### src/rtl/inst_loader_pkg.sv
// Shared constants and FSM encoding for the instruction memory loader.
// Optional INST_LOADER_CHECKSUM_EN adds the CHECK state used by the trailing checksum byte.
package inst_loader_pkg;

    localparam int          BYTES_PER_WORD = 4;
    localparam int          ADDR_STEP      = 4;
    localparam logic [31:0] HALT_INSTR     = 32'hFC00_0000;

    typedef enum logic [2:0] {
        ST_IDLE  = 3'd0,
        ST_RECV  = 3'd1,
        ST_WRITE = 3'd2,
        ST_DONE  = 3'd3,
`ifdef INST_LOADER_CHECKSUM_EN
        ST_ERROR = 3'd4,
        ST_CHECK = 3'd5
`else
        ST_ERROR = 3'd4
`endif
    } state_t;

endpackage

### src/rtl/byte_to_word_packer.sv
// Shifts accepted bytes MSB-first into a word and flags the byte that completes it.
module byte_to_word_packer
    import inst_loader_pkg::*;
#(
    parameter int WORD_SIZE = 32
) (
    input  logic                 clk,
    input  logic                 rst_n,
    input  logic                 clear,
    input  logic                 accept,
    input  logic [7:0]           data_in,
    output logic [WORD_SIZE-1:0] word,
    output logic                 word_valid
);

    logic [1:0] byte_cnt;

    // NOTE: sequential state uses non-blocking assignments so every register samples pre-edge values.
    always_ff @(posedge clk) begin
        if (!rst_n || clear) begin
            word     <= '0;
            byte_cnt <= '0;
        end else if (accept) begin
            word     <= {word[WORD_SIZE-9:0], data_in};
            byte_cnt <= byte_cnt + 2'd1;
        end
    end

    // High during the cycle whose accepted byte is the last of the word.
    assign word_valid = accept && (byte_cnt == 2'(BYTES_PER_WORD - 1));

endmodule

### src/rtl/inst_mem_loader.sv
// Streams program bytes into instruction memory words until HALT or overflow.
// Define INST_LOADER_CHECKSUM_EN to require a trailing XOR checksum byte after HALT.
module inst_mem_loader
    import inst_loader_pkg::*;
#(
    parameter int PC_SIZE   = 32,
    parameter int WORD_SIZE = 32,
    parameter int MEM_WORDS = 64
) (
    input  logic                             i_clk,
    input  logic                             i_reset,
    input  logic                             i_start_load,
    input  logic                             i_byte_valid,
    input  logic [7:0]                       i_byte,
    output logic                             o_byte_ready,
    output logic                             o_mem_wr_en,
    output logic [PC_SIZE-1:0]               o_mem_addr,
    output logic [WORD_SIZE-1:0]             o_mem_wr_data,
    output logic [$clog2(MEM_WORDS+1)-1:0]   o_word_count,
    output logic                             o_load_done,
    output logic                             o_load_error
);

    localparam int CW = $clog2(MEM_WORDS + 1);

    state_t               state, state_next;
    logic [PC_SIZE-1:0]   addr;
    logic [CW-1:0]        word_count;
    logic [WORD_SIZE-1:0] word;
    logic                 word_valid;
    logic                 ready;
    logic                 pack_accept;
    logic                 clear;
    logic                 wr_en;
    logic                 load_done;
    logic                 load_error;

`ifdef INST_LOADER_CHECKSUM_EN
    logic [7:0] csum;
    assign ready = (state == ST_RECV) || (state == ST_CHECK);
`else
    assign ready = (state == ST_RECV);
`endif

    // Only program bytes go to the packer; the checksum byte is consumed by the FSM.
    assign pack_accept = i_byte_valid && (state == ST_RECV);

    byte_to_word_packer #(
        .WORD_SIZE (WORD_SIZE)
    ) u_packer (
        .clk        (i_clk),
        .rst_n      (i_reset),
        .clear      (clear),
        .accept     (pack_accept),
        .data_in    (i_byte),
        .word       (word),
        .word_valid (word_valid)
    );

    // NOTE: every output of this block gets a default first, so no path can infer a latch.
    always_comb begin
        state_next = state;
        wr_en      = 1'b0;
        load_done  = 1'b0;
        load_error = 1'b0;
        clear      = 1'b0;
        case (state)
            ST_IDLE: begin
                if (i_start_load) begin
                    clear      = 1'b1;
                    state_next = ST_RECV;
                end
            end
            ST_RECV: begin
                if (word_valid) state_next = ST_WRITE;
            end
            ST_WRITE: begin
                wr_en = 1'b1;
                if (word == HALT_INSTR)
`ifdef INST_LOADER_CHECKSUM_EN
                    state_next = ST_CHECK;
`else
                    state_next = ST_DONE;
`endif
                else if (word_count == CW'(MEM_WORDS - 1))
                    state_next = ST_ERROR;
                else
                    state_next = ST_RECV;
            end
            ST_DONE, ST_ERROR: begin
                load_done  = (state == ST_DONE);
                load_error = (state == ST_ERROR);
                if (i_start_load) begin
                    clear      = 1'b1;
                    state_next = ST_RECV;
                end
            end
`ifdef INST_LOADER_CHECKSUM_EN
            ST_CHECK: begin
                if (i_byte_valid) state_next = (i_byte == csum) ? ST_DONE : ST_ERROR;
            end
`endif
            default: state_next = ST_IDLE;
        endcase
    end

    // NOTE: reset is synchronous; it is just the highest-priority branch of the clocked block.
    always_ff @(posedge i_clk) begin
        if (!i_reset) begin
            state      <= ST_IDLE;
            addr       <= '0;
            word_count <= '0;
        end else begin
            state <= state_next;
            if (clear) begin
                addr       <= '0;
                word_count <= '0;
            end else if (wr_en) begin
                addr       <= addr + PC_SIZE'(ADDR_STEP);
                word_count <= word_count + CW'(1);
            end
        end
    end

`ifdef INST_LOADER_CHECKSUM_EN
    always_ff @(posedge i_clk) begin
        if (!i_reset || clear) csum <= '0;
        else if (pack_accept)  csum <= csum ^ i_byte;
    end
`endif

    assign o_byte_ready  = ready;
    assign o_mem_wr_en   = wr_en;
    assign o_mem_addr    = addr;
    assign o_mem_wr_data = wr_en ? word : '0;
    assign o_word_count  = word_count;
    assign o_load_done   = load_done;
    assign o_load_error  = load_error;

endmodule
### config.mk
export PLATFORM = sky130hd
export DESIGN_NAME = inst_mem_loader
export DESIGN_NICKNAME = d
export VERILOG_FILES = /design/src/rtl/inst_loader_pkg.sv /design/src/rtl/byte_to_word_packer.sv /design/src/rtl/inst_mem_loader.sv
export SDC_FILE = /design/constraint.sdc
export NUM_CORES = 1
export LEC_CHECK = 0
export CORE_MARGIN = 2
export CORE_UTILIZATION = 40
export CTS_BUF_LIST = sky130_fd_sc_hd__clkbuf_8 sky130_fd_sc_hd__clkbuf_16
export CTS_CLUSTER_DIAMETER = 60
export CTS_CLUSTER_SIZE = 20
export DETAILED_ROUTE_END_ITERATION = 7
export GPL_ROUTABILITY_DRIVEN = 0
export PLACE_DENSITY_LB_ADDON = 0.15
export SLEW_MARGIN = 0
export SYNTH_ARGS = -nofsm -noshare
export SYNTH_HDL_FRONTEND = slang
export SYNTH_SLANG_ARGS = --single-unit
### constraint.sdc
create_clock -name i_clk -period 4.04 [get_ports i_clk]
set_input_delay 0.606 -clock i_clk [delete_from_list [all_inputs] [get_ports i_clk]]
set_output_delay 0.606 -clock i_clk [all_outputs]
set_load 0.01 [all_outputs]
==> results.yml, run 1 <==
# flow metrics
global_route:
  grt_pass1_wl_um: 13700
  track_usage_pct: 18.9
  antenna_found_initial: 0
  first_global_vias: 2904
  grt_max_degree: 41
  grtUsageMet3_pct: 3.87
  use_met2_pct: 31.3
  grt_busiest_layer: "met2"
  grtUsageMet1_pct: 24.0
  grt_overflow_total: 0
sta:
  tightest_slew_ns: 1.12
  finalSetupTns_ns: 0
  hold_violations: 0
  relSlewSlack_pct: 25.5
  period_needed_ns: 3.38
  maxSlewViolCount: 0
  max_clock_freq_ghz: 0.296
  rsz0062_at_grt: "false"
  setup_viol_count_final: 0
  clock_skew_ns: 0.0103
  finalClockPeriodUsage_pct: 83.8
logic_synthesis:
  adder_share_pct: 1.12
  synth_top_cell_by_area: "dfxtp_1"
  ys_ff: 74
  yosys.stat.seqShare_pct: 44.1
  ys_sh_aoi_pct: 13.1
  netlist_instances: 421
  simple_gate_area_share_pct: 32.4
  synthDistinctLibCells: 37
  ys_area_um2: 3360
  top_cell_area_share_pct: 44.1
  ys_sh_xor_pct: 4.95
  ys_warn_count: 0
  synthMuxAreaShare_pct: 0
  post_synth_main_area_contributors: "dfxtp_1 44%, nand2_1 9.5%, a21oi_1 7.9%"
  ys_cells: 421
  synth_area_um2: 3360
  avgSynthCellArea_um2: 7.98
  top_logic_kind: "simple AND/OR/NAND/NOR gates"
finish:
  fillers: 782
  comb_area_um2: 1740
  final_cells: 603
  antenna_cells: 0
  drive_gt1_share_pct: 4.42
  design_area_um2: 4460
  syn_to_final_growth_pct: 32.8
  fin_nets: 508
  seqCellArea_um2: 1480
placement:
  placed_cell_area_um2: 4260
  place_inst: 587
  io_buffers: 84
  hpwl_um: 5750
status:
  status: "complete, no violations"
power:
  powerDensity_nw_per_um2: 309
  p_leak_nw: 1.41
  power.ir.vdd_worst_uv: 136
detailed_routing:
  num_vias: 3229
  drc: 0
  highest_layer: "met4"
  drt_iter0_markers: 104
  wl_met3_um: 365
  drt-total-wl_um: 8480
  wl_per_cell_um: 14.1
  firstDrtPassIters: 4
  ant_nets: 0
  viasPerCell: 5.35
  drt-met1-wl_um: 3940
  route.met2.wl_um: 4100
setup_path:
  worstPathArrival_ns: 2.78
  path_max_fanout: 35
  critPathLaunchType: "flop"
  worstSetupPathType: "reg2out"
  endpoint_kind: "primary output"
  cp.required_ns: 3.43
floorplan:
  chip_area_um2: 9150
  row_count: 33
  core-area_um2: 8180
  ioPinCount: 87
  die_x_um: 95.6
  die_h_um: 95.6
  fp_util_pct: 41.1
flow_run:
  max_cap_violations: 0
  warnings: 26
clock_tree:
  cts_max_level: 3
  clock_path_buffers: 2
  cts_buffers: 9
  clock_sinks: 74
  post_cts_buffers: 0
  clkLatencyLatePin_ns: 0.34
  holdBufCountCts: 0
  path_clk_slew_ns: 0.08
  ctsResizeCount: 0
  cts_tree: "done"
  root_buffer: "clkbuf_8"
hold_path:
  hold_class: "reg2reg"
[run 1: layout make-up]
class	count	share of cell area, %
Inverter	6	0.505
Timing Repair Buffer	89	19.7
Multi-Input combinational cell	313	39.1
Clock buffer	11	3.39
Tap cell	105	2.94
Sequential cell	74	33.2
Clock inverter	5	1.21
[run 1: synth_stat cells]
cell type,instances
and4_1,6
or4_1,17
nor2_1,20
or2_2,1
or3b_1,1
a21oi_1,53
nand2_1,85
o21ai_0,4
o31ai_1,15
nand4_1,12
nor3_1,7
and3_1,3
a32oi_1,1
buf_2,1
nor4_1,8
conb_1,1
buf_1,1
inv_1,6
nand3b_1,1
a211oi_1,1
or3_1,2
nor3b_1,1
clkbuf_2,1
nor4b_1,2
xor2_1,9
o21a_1,1
and2_1,33
dfxtp_1,74
ha_1,3
nand2b_1,1
nand3_1,11
clkbuf_1,24
xnor2_1,10
buf_4,2
o211a_1,1
and3b_1,1
o211ai_1,1
[run 1: placed cells by master, fill, tap and decap left out, types with 2 or more instances in the layout]
cell type | netlist | final
and3_1 | 3 | 3
and2_1 | 33 | 33
and4_1 | 6 | 6
buf_4 | 2 | 5
or3_1 | 2 | 2
nor4b_1 | 2 | 2
xor2_1 | 9 | 9
dfxtp_1 | 74 | 74
ha_1 | 3 | 3
o31ai_1 | 15 | 15
nor2_1 | 20 | 20
nand3_1 | 11 | 11
nand4_1 | 12 | 12
xnor2_1 | 10 | 10
o21ai_0 | 4 | 4
clkdlybuf4s50_1 | 0 | 84
a21oi_1 | 53 | 53
clkinvlp_4 | 0 | 2
nor4_1 | 8 | 8
nand2_1 | 85 | 84
nor3_1 | 7 | 7
inv_1 | 6 | 7
conb_1 | 1 | 2
clkbuf_8 | 0 | 11
or4_1 | 17 | 17
[run 1: worst max-delay path, cell delays in order (launching register included)]
cell             delay (ns)
dfxtp_1                0.42
or3b_1                 0.58
inv_1                  0.66
and2_1                 0.24
clkdlybuf4s50_1        0.54
[run 1: state kept, by name (all words and copies together), names as in the netlist]
register / cells
o_mem_addr: 30
o_word_count: 7
state: 3
u_packer.byte_cnt: 2
u_packer.word: 32
[run 1: per-stage QoR]
| stage | total power, W | util (%) | hold slack [ns] | setup slack, ns |
|---|---|---|---|---|
| 3_5_place_dp | 0.000811 | 52.1 | 0.453 | 0.995 |
| 2_1_floorplan | 0.000787 | - | 0.440 | 1.75 |
| 3_3_place_gp | 0.000810 | 52.1 | 0.446 | 1.04 |
| 6_report | 0.00138 | 54.6 | 0.462 | 0.656 |
| 5_1_grt | 0.00143 | 54.6 | 0.479 | 0.423 |
| 4_1_cts | 0.00139 | 54.6 | 0.463 | 0.588 |
[run 1: final timing paths]
| check | start | to | slack, ns | depth (start not counted) |
|---|---|---|---|---|
| worst max-delay path | state[1] | o_mem_wr_data[9] | 0.66 | 4 |
| worst min-delay path | u_packer.byte_cnt[1] | u_packer.byte_cnt[1] | 0.46 | 2 |
| worst max register to register | state[1] | o_mem_addr[15] | 1.18 | 6 |
| worst min register to register | u_packer.byte_cnt[1] | u_packer.byte_cnt[1] | 0.46 | 2 |
[run 1: where the power goes]
group	switching [W]	internal, W
combinational	0.0000376	0.0000196
sequential	0.00000394	0.000732
clock	0.000270	0.000316
total	0.000312	0.00107
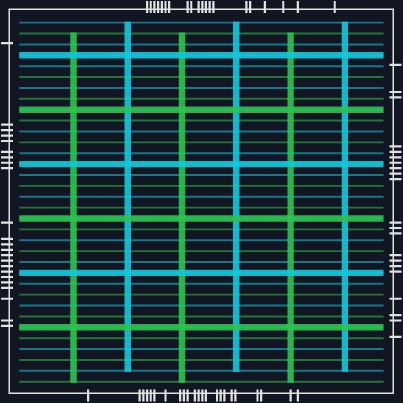
**Above:** run 1 (supply network).
(4 px per µm) Pins as bars on the die edge.
Key: VDD = cyan; VSS = green
The core has 33 rows. 87 signal pins sit on the boundary.

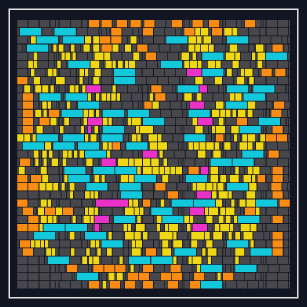
**Above:** run 1 (cells colored by class).
(3 px per µm) Fill, decap, tap and diode cells in gray.
Key: flops = cyan [cells 74, share of their area 34%]; clock drivers and dummy loads = magenta [cells 16, share of their area 4.7%]; other buffers and delay cells = orange [cells 89, share of their area 20%]; all other logic = yellow [cells 319, share of their area 41%]

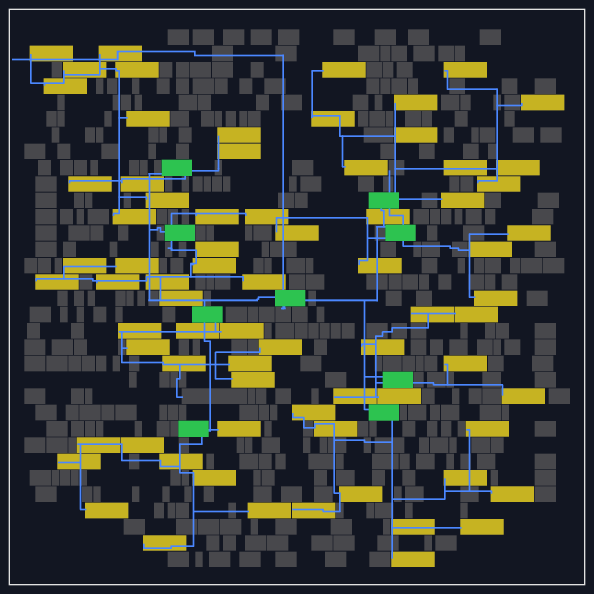
**Above:** run 1 (clock network drawn from the DEF).
(6 px per µm)
Key: cells driving clock nets = green [count 9]; flip-flops = yellow [count 74]; clock wires = blue [length 929 µm]
There are 10 routed clock nets.

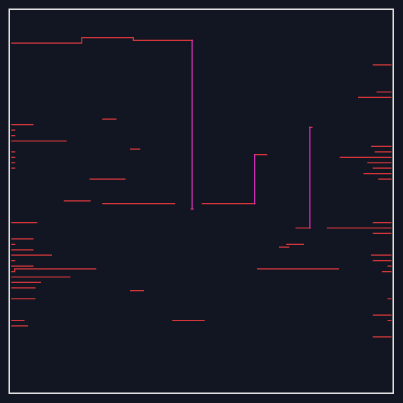
**Above:** run 1 (signal wires by layer).
(4 px per µm) Only two layers are drawn.
Key: met4 = magenta [wire length 79.6 µm]; met3 = red [wire length 365 µm]

==> run 1 -> run 2 <==
==> constraint.sdc (replaced) <==
create_clock -name i_clk -period 3 [get_ports i_clk]
set_input_delay 0.45 -clock i_clk [delete_from_list [all_inputs] [get_ports i_clk]]
set_output_delay 0.45 -clock i_clk [all_outputs]
set_load 0.01 [all_outputs]
==> run 2 against run 1 <==
Net effect: register-to-register slack lost 0.57 ns; cell count grew 0.33%; area after synthesis did not move; die size stayed put; total power rose by 38%; non-clock buffer count grew 2; combinational power is 35% higher; count of clock-buffer cells in the layout down 2; sequential power up 35%; via count is 2.7% lower; sequential share of layout area down 0.22 points; critical path type unchanged; largest cell class unchanged.
==> results.yml, run 2 <==
# flow metrics
sta:
  setup_viol_count_final: 0
  hold_violations: 0
  max_clock_freq_ghz: 0.355
  clock_skew_ns: 0.00884
  finalClockPeriodUsage_pct: 93.9
  finalSetupTns_ns: 0
  maxSlewViolCount: 0
  period_needed_ns: 2.82
  rsz0062_at_grt: "false"
logic_synthesis:
  yosys.cell_count.top_type: "nand2_1"
  ys_cells: 421
  synthMuxAreaShare_pct: 0
  ys_sh_xor_pct: 4.95
  synth_top_cell_by_area: "dfxtp_1"
  top_logic_kind: "simple AND/OR/NAND/NOR gates"
  post_synth_main_area_contributors: "dfxtp_1 44%, nand2_1 9.5%, a21oi_1 7.9%"
  adder_share_pct: 1.12
  synthFlopType: "dfxtp_1"
  ys_warn_count: 0
  synthTopCellsByCount: "85 x nand2_1, 74 x dfxtp_1, 53 x a21oi_1"
  async_flop_share_pct: 0
  ys_sh_aoi_pct: 13.1
  ys_ff: 74
  yosys.stat.seqShare_pct: 44.1
  synthDistinctLibCells: 37
  ys_area_um2: 3360
  top_cell_area_share_pct: 44.1
  simple_gate_area_share_pct: 32.4
  synth_area_um2: 3360
  netlist_instances: 421
  avgSynthCellArea_um2: 7.98
  edf_count: 0
clock_tree:
  cts_tree: "done"
  cts_buffers: 9
  clock_sinks: 74
  path_clk_slew_ns: 0.08
  root_buffer: "clkbuf_8"
  clock_path_buffers: 2
  cts_max_level: 3
  clkLatencyLatePin_ns: 0.34
detailed_routing:
  num_vias: 3142
  wl_per_cell_um: 13.6
  drt_iter0_markers: 72
  viasPerCell: 5.19
  drc: 0
  ant_nets: 0
  firstDrtPassIters: 4
  drt-total-wl_um: 8240
floorplan:
  chip_area_um2: 9150
  die_h_um: 95.6
  die_x_um: 95.6
  ioPinCount: 87
  fp_util_pct: 41.1
status:
  status: "complete, no violations"
setup_path:
  endpoint_kind: "primary output"
  critPathLaunchType: "flop"
  r2r_start: "state[1]"
  worstSetupPathType: "reg2out"
  cp.required_ns: 2.55
  r2r-end: "o_mem_addr[15]"
  path_max_fanout: 35
  rrSetupSlack_ns: 0.61
  rr_worst_depth: 7
  worstPathArrival_ns: 2.37
flow_run:
  max_cap_violations: 0
  warnings: 26
global_route:
  first_global_vias: 2925
  grt_pass1_wl_um: 13700
  grt_max_degree: 42
  grt_overflow_total: 0
  track_usage_pct: 18.9
  antenna_found_initial: 0
finish:
  drive_gt1_share_pct: 5.20
  largest_register_ffs: 32
  syn_to_final_growth_pct: 33.7
  final_cell_mix: "84 x nand2_1, 84 x clkdlybuf4s50_1, 74 x dfxtp_1, 53 x a21oi_1, 33 x and2_1"
  fillers: 759
  regMostFlops: "u_packer.word"
  antenna_cells: 0
  fin_nets: 510
hold_path:
  min_path_cells: 2
  hold_class: "reg2reg"
  min_from: "u_packer.byte_cnt[1]"
  holdPathEnd: "u_packer.byte_cnt[1]"
power:
  powerDensity_nw_per_um2: 424
  fin_total_pwr_w: 0.00190
  power.ir.vdd_worst_uv: 364
  p_leak_nw: 1.43
placement:
  io_buffers: 84
  hpwl_um: 5590
[run 2: cell counts after synthesis]
Identical to the previous run, type by type.
[run 2: metal layers]
layer,vias to the layer above,track usage (%),wire length (µm)
li1,1610,-,-
met1,1462,24.0,3820
met3,5,5.22,417
met5,-,0,0
met2,65,32.0,3930
met4,0,4.29,70
[run 2: final cells by class]
class	instances	area (µm²)	area share [%]
clock inverters	7	93.8	2.09
inverters	6	22.5	0.501
flip-flops and latches	74	1480	33.0
repair buffers	91	893	19.9
well taps	105	131	2.92
clock buffers	9	124	2.76
multi-input cells	313	1750	38.9
[run 2: per-stage QoR]
stage | worst slack [ns] | cells | area (µm²) | hold WS (ns) | util (%)
2_1_floorplan | 0.841 | 422 | 3360 | 0.440 | -
3_3_place_gp | 0.487 | 589 | 4270 | 0.446 | 52.2
3_5_place_dp | 0.450 | 589 | 4270 | 0.460 | 52.2
4_1_cts | 0.0491 | 605 | 4490 | 0.472 | 54.9
5_1_grt | 0.0608 | 605 | 4490 | 0.499 | 54.9
6_report | 0.184 | 605 | 4490 | 0.467 | 54.9
[run 2: how the worst max path moves through the flow]
stage | start | cells past startpoint | to
3_5_place_dp | state[1] | 5 | o_mem_wr_data[7]
4_1_cts | state[1] | 5 | o_mem_wr_data[7]
6_report | state[1] | 5 | o_mem_wr_data[7]
2_1_floorplan | state[1] | 6 | o_mem_addr[31]
5_1_grt | state[1] | 5 | o_mem_wr_data[7]
3_3_place_gp | state[1] | 5 | o_mem_wr_data[19]
[run 2: where the power goes]
part / internal (W) / total, W / switching (W) / leakage, nW
clock: 0.000466 / 0.000835 / 0.000368 / 0.105
combinational: 0.0000274 / 0.0000773 / 0.0000499 / 0.726
sequential: 0.000986 / 0.000991 / 0.00000522 / 0.596
[run 2: logic make-up (layout without fill, tap and decap cells)]
| group | count (synthesis) | in the layout |
|---|---|---|
| fa+ha+maj | 3 | 3 |
| compound gates | 77 | 77 |
| other cells | 1 | 2 |
| flops | 74 | 74 |
| xor+xnor | 19 | 19 |
| buf+inv | 35 | 113 |
| simple gates | 212 | 212 |
[run 2: timing repair]
action / 4_1_cts / 5_1_grt
gates resized: 0 / 1
hold buffers: 0 / 0
endpoints found under the setup margin: 0 / 32
buffers inserted: 0 / 0
[run 2: critical path, cell delays in order (launching register included)]
cell and delay, ns:
dfxtp_1 0.42, or3b_4 0.50, inv_1 0.09, buf_4 0.28
and2_1 0.20, clkdlybuf4s50_1 0.55
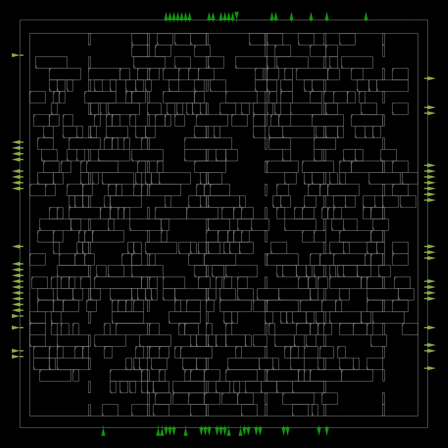
**Above:** run 2 (cell outlines without signal wires).
core area: 8180 µm²
cell row count: 33
Core Util, Final: 54.9%
flop share of the area: 33.0%

Power is estimated from default activity; no workload was simulated.
